[config.mk]
export PLATFORM = sky130hd
export DESIGN_NAME = side_info_packer
export DESIGN_NICKNAME = d
export VERILOG_FILES = /design/src/rtl/side_info_packer.sv
export SDC_FILE = /design/constraint.sdc
export NUM_CORES = 1
export LEC_CHECK = 0
export ABC_AREA = 1
export CAP_MARGIN = 10
export CORE_MARGIN = 2
export CORE_UTILIZATION = 45
export DETAILED_ROUTE_END_ITERATION = 10
export PLACE_DENSITY_LB_ADDON = 0.25
export SLEW_MARGIN = 20
export SYNTH_ARGS = -nofsm -noshare
export SYNTH_HDL_FRONTEND = slang
export SYNTH_SLANG_ARGS = --single-unit
export TNS_END_PERCENT = 5
[constraint.sdc]
create_clock -name clk -period 1.8 [get_ports clk]
set_input_delay 0.54 -clock clk [delete_from_list [all_inputs] [get_ports clk]]
set_output_delay 0.54 -clock clk [all_outputs]
set_load 0.01 [all_outputs]
[src/rtl/side_info_packer.sv]
// Serialises MPEG-1 Layer III stereo side info (2 granules x 2 channels, 256 bits)
// MSB-first as 32 bytes on a byte-wide valid/ready stream.
module side_info_packer #(
    parameter int SIDE_BYTES = 32
) (
    input  logic                  clk,
    input  logic                  rst_n,
    input  logic                  start,
    input  logic [8:0]            main_data_begin,
    input  logic [2:0]            private_bits,
    input  logic [1:0][3:0]       scfsi,
    input  logic [1:0][1:0][11:0] part2_3_length,
    input  logic [1:0][1:0][8:0]  big_values,
    input  logic [1:0][1:0][7:0]  global_gain,
    input  logic [1:0][1:0][3:0]  scalefac_compress,
    input  logic [1:0][1:0]       window_switching_flag,
    input  logic [1:0][1:0][1:0]  block_type,
    input  logic [1:0][1:0]       mixed_block_flag,
    input  logic [1:0][1:0][2:0][4:0] table_select,
    input  logic [1:0][1:0][2:0][2:0] subblock_gain,
    input  logic [1:0][1:0][3:0]  region0_count,
    input  logic [1:0][1:0][2:0]  region1_count,
    input  logic [1:0][1:0]       preflag,
    input  logic [1:0][1:0]       scalefac_scale,
    input  logic [1:0][1:0]       count1table_select,
    output logic [7:0]            axiod,
    output logic                  axiov,
    input  logic                  axiir,
    output logic                  busy,
    output logic                  done
);

    typedef enum logic [0:0] {
        ST_IDLE = 1'b0,
        ST_SEND = 1'b1
    } state_t;

    localparam logic [4:0] LAST_CNT = 5'(SIDE_BYTES - 1);

    state_t       state_r, state_s;
    logic [255:0] sr_r, sr_s;
    logic [4:0]   cnt_r, cnt_s;
    logic         done_r, done_s;
    logic [255:0] vector_s;
    logic [58:0]  blk_s [4];

    // One granule/channel block; the 22-bit middle section depends on window switching.
    function automatic logic [58:0] pack_block(
        input logic [11:0]     p23,
        input logic [8:0]      bv,
        input logic [7:0]      gg,
        input logic [3:0]      sc,
        input logic            wsf,
        input logic [1:0]      bt,
        input logic            mbf,
        input logic [2:0][4:0] ts,
        input logic [2:0][2:0] sg,
        input logic [3:0]      r0,
        input logic [2:0]      r1,
        input logic            pf,
        input logic            ss,
        input logic            c1
    );
        logic [21:0] cond;
        if (wsf) begin
            cond = {bt, mbf, ts[0], ts[1], sg[0], sg[1], sg[2]};
        end else begin
            cond = {ts[0], ts[1], ts[2], r0, r1};
        end
        return {p23, bv, gg, sc, wsf, cond, pf, ss, c1};
    endfunction

    // Assemble the full 256-bit side-info vector from the live input fields.
    always_comb begin
        for (int i = 0; i < 4; i++) begin
            blk_s[i] = pack_block(part2_3_length[i/2][i%2], big_values[i/2][i%2],
                                  global_gain[i/2][i%2], scalefac_compress[i/2][i%2],
                                  window_switching_flag[i/2][i%2], block_type[i/2][i%2],
                                  mixed_block_flag[i/2][i%2], table_select[i/2][i%2],
                                  subblock_gain[i/2][i%2], region0_count[i/2][i%2],
                                  region1_count[i/2][i%2], preflag[i/2][i%2],
                                  scalefac_scale[i/2][i%2], count1table_select[i/2][i%2]);
        end
        vector_s = {main_data_begin, private_bits,
                    scfsi[0][0], scfsi[0][1], scfsi[0][2], scfsi[0][3],
                    scfsi[1][0], scfsi[1][1], scfsi[1][2], scfsi[1][3],
                    blk_s[0], blk_s[1], blk_s[2], blk_s[3]};
    end

    // Next-state logic: snapshot on start, shift one byte per accepted transfer.
    always_comb begin
        state_s = state_r;
        sr_s    = sr_r;
        cnt_s   = cnt_r;
        done_s  = 1'b0;
        case (state_r)
            ST_IDLE: begin
                if (start) begin
                    state_s = ST_SEND;
                    sr_s    = vector_s;
                    cnt_s   = 5'd0;
                end else begin
                    state_s = ST_IDLE;
                end
            end
            ST_SEND: begin
                if (axiir) begin
                    sr_s = {sr_r[247:0], 8'h00};
                    if (cnt_r == LAST_CNT) begin
                        state_s = ST_IDLE;
                        cnt_s   = 5'd0;
                        done_s  = 1'b1;
                    end else begin
                        cnt_s = cnt_r + 5'd1;
                    end
                end else begin
                    sr_s = sr_r;
                end
            end
            default: begin
                state_s = ST_IDLE;
                cnt_s   = 5'd0;
            end
        endcase
    end

    // State, shift register, counter and done pulse with synchronous reset.
    always_ff @(posedge clk) begin
        if (!rst_n) begin
            state_r <= ST_IDLE;
            sr_r    <= 256'd0;
            cnt_r   <= 5'd0;
            done_r  <= 1'b0;
        end else begin
            state_r <= state_s;
            sr_r    <= sr_s;
            cnt_r   <= cnt_s;
            done_r  <= done_s;
        end
    end

    assign axiod = sr_r[255:248];
    assign axiov = (state_r == ST_SEND);
    assign busy  = (state_r == ST_SEND);
    assign done  = done_r;

endmodule

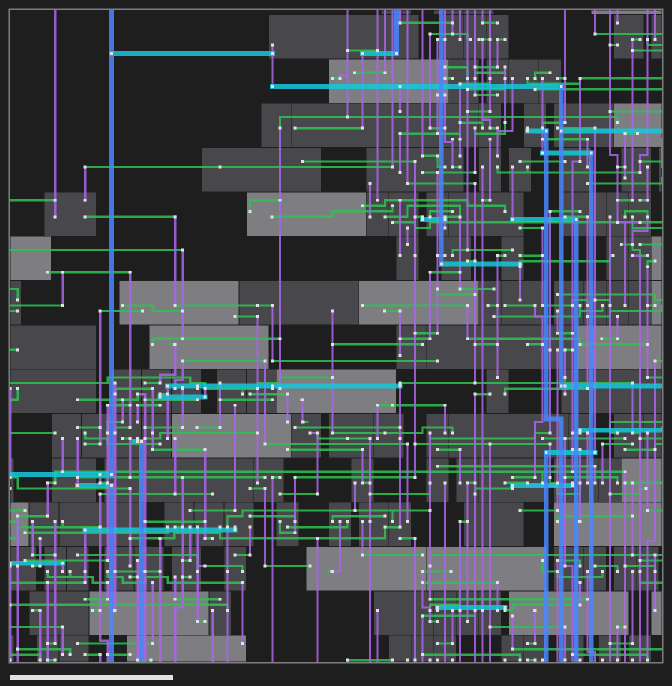
run_1/zoom.png
The bar under the picture is 10 microns long. Region (66, 31) to (106, 71) microns. Cells in gray, sequential cells in the stronger gray; small squares are vias.
Cyan shows met3. Blue shows met4. Purple shows met2. Green shows met1.
Netlist names of flops here include sr_r (10), cnt_r (3). 127 logic cells have their middle in the window. Sequential cells in the window: 14. Most frequent: nand2_1 (34), nor2_1 (15), o21ai_0 (15).

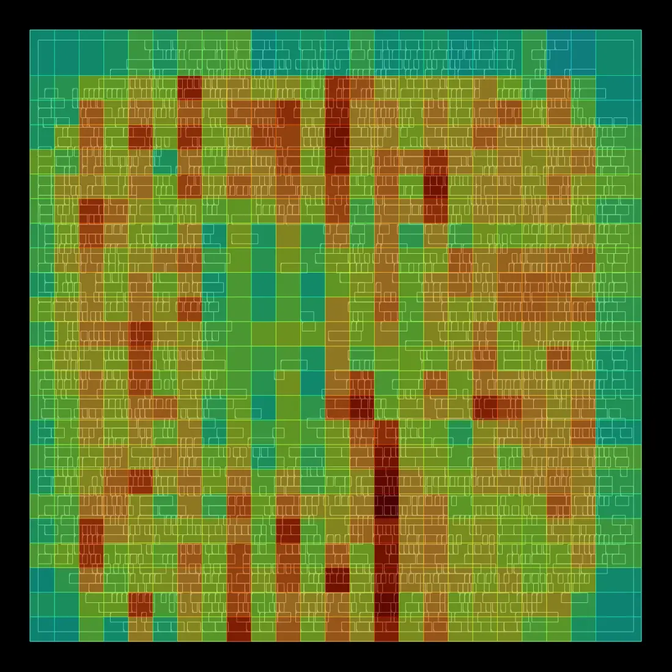
run_1/final_congestion.png
routed length per instance: 13.92 microns
met3 Use GR: 0.04464
met1 Track Usage GR: 0.3236
met2 usage in global routing: 0.3910

==> metrics.yaml, run 1 <==
status: "finished, final reports clean"
detailed_placer_s_ending_hpwl_microns: 25270
synthesis.area_per_instance_sq_um: 6.359
openroad.warnings: 29
seq_area_sq_um: 5269
viasPerCell: 5.095
weighted_congestion_at_the_end_of_routability_driven_global_placement: 0.8442
largest_register_ffs: 256
power_in_sequential_cells_mw: 6.66
globalRoute.busiestLayer: "met2"
synth_chip_area_sq_um: 12620
largest_register: "sr_r"
grt.total_usage: 0.2397
critical_path.n_buffers_inverters: 2
hold_viol: 0
detailroute.wirelength.met2_microns: 16830
worst_r2r_path_depth: 6
critical_path.max_fanout: 5
peakVddDrop_uv: 582.2
syn_inst: 1985
ys_seq_share: 0.4171
start_kind: "flip-flop"
tns_ns: 0
layoutNonFillerInstCount: 2636
mux_area_frac: 0
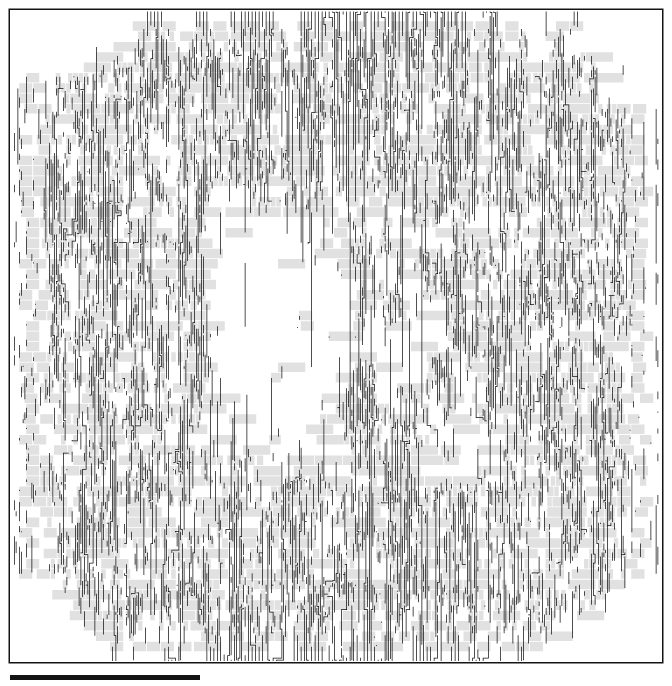
run_1/met2.png
The bar under the picture is 50 microns long. Cells faint in the background.
The layer holds 46% of the routed length. The longest straight run is 56.8 microns. The layer carries 16800 microns of wire. 1917 nets have wire on it. The wires run mostly vertical.

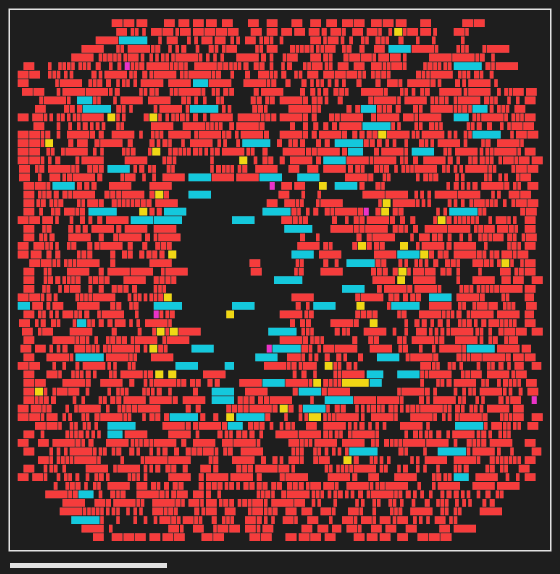
run_1/drive_strength.png
The bar under the picture is 50 microns long.
Yellow shows drive 3 to 4, cells 37, share 1.6%, most used buf_4. Magenta shows drive 2, cells 6, share 0.27%, most used clkinv_2. Cyan shows drive 6 and up, cells 73, share 3.2%, most used clkbuf_16. Red shows drive 1 or less, cells 2139, share 95%, most used nand2_1.

run_1/met1.png
The bar under the picture is 50 microns long. Supply wires on this layer in gray. Cells faint in the background.
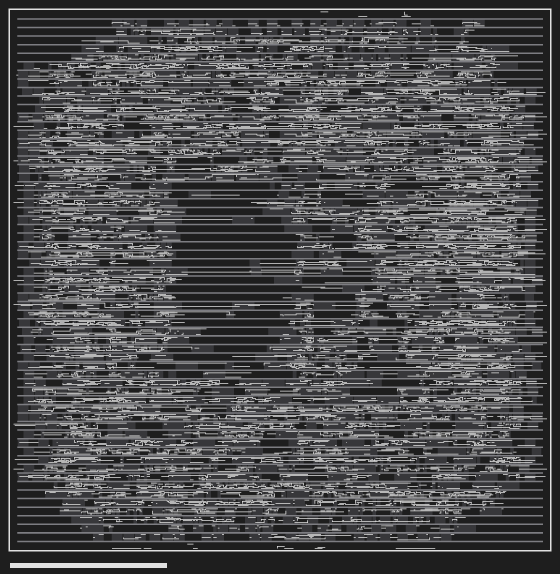

## Run 2: what changed since run 1
Settings changed: CORE_ASPECT_RATIO set to 1.2.
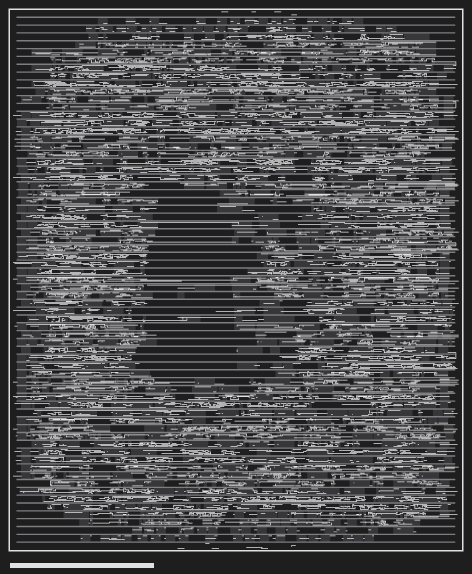
run_2/met1.png
The bar under the picture is 50 microns long. Supply wires on this layer in gray. Cells faint in the background.
The longest straight run is 46.5 microns. The layer carries 15700 microns of wire. 2275 nets have wire on it. The wires run mostly horizontal.

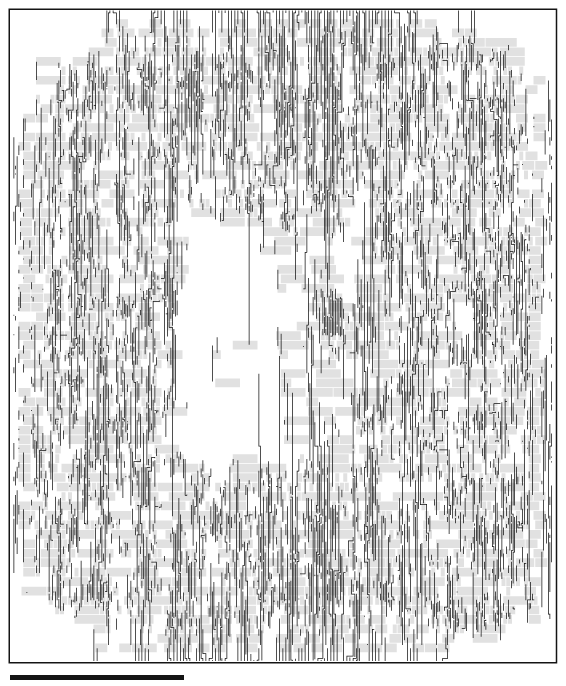
run_2/met2.png
The bar under the picture is 50 microns long. Cells faint in the background.
The wires run mostly vertical. The layer holds 48% of the routed length. The layer carries 17300 microns of wire. 1878 nets have wire on it.
Detailed Route WL: 36140 microns
total via count in the routed design: 13220
met2 usage in global routing: 0.4084

==> run 2 against run 1 <==
Effect of this change:
- combinational power decreased by 3%
- worst setup slack got worse by 0.012 ns
- critical path depth decreased by 1
- area after synthesis unchanged
- die size about the same
- critical path type unchanged
- largest cell class unchanged
- via count decreased by 1.6%
- clock skew decreased by 0.0022 ns
- first-iteration DRC count decreased by 13%
==> metrics.yaml, run 2 <==
status: "finished, final reports clean"
use_met3: 0.03545  # -0.009189
met3_length_microns: 2251
worst_r2r_path_depth: 7  # +1
pg_clk_mw: 5.46
nClkBuffers: 43
drtIter0Drc: 962
first_global_vias: 12480
ys_seq_share: 0.4171  # unchanged
layoutNonFillerInstCount: 2611  # -0.95%
top_area_cell: "dfxtp_1"
power_switching_share: 0.2694
antenna_left: 0
detailed_placer_s_ending_hpwl_microns: 24180  # -4.3%
power_in_sequential_cells_mw: 6.65  # about the same
synthesis.area_per_instance_sq_um: 6.359  # unchanged
largest_register: "sr_r"
detailroute.wirelength.met2_microns: 17270  # +2.6%
viasPerCell: 5.062  # -0.64%
start_kind: "flip-flop"
synth.yosys.warnings: 0
clk_share: 0.05080
r2r_end: "sr_r[3]"
grt.total_usage: 0.2375  # -0.002205
largest_register_ffs: 256  # unchanged
critical_path.n_buffers_inverters: 1  # -1
openroad.warnings: 28  # -3.4%
peakVddDrop_uv: 567.0  # -2.6%
syn_inst: 1985  # unchanged
group_with_the_largest_share_of_power: "registers"
final_layout_size_suffix_gt1_frac: 0.03991
clk_transition_reported_paths_ns: 0.06
combAreaFraction: 0.3842
slowest_delay_ns: 0.38
seq_area_sq_um: 5269  # unchanged
hold_viol: 0  # unchanged
cts_buffers: 27
drt-wirelength-per-cell_microns: 13.84  # -0.60%
globalRoute.busiestLayer: "met2"
cts-root-buf: "clkbuf_16"
tns_ns: 0  # unchanged
critical_path.max_fanout: 3  # -2
global_route.usage.met1: 0.3053  # -0.01833
setup_violations: 0
weighted_congestion_at_the_end_of_routability_driven_global_placement: 0.8200  # -2.9%
mux_area_frac: 0  # unchanged
Power is estimated from default activity; no workload was simulated.
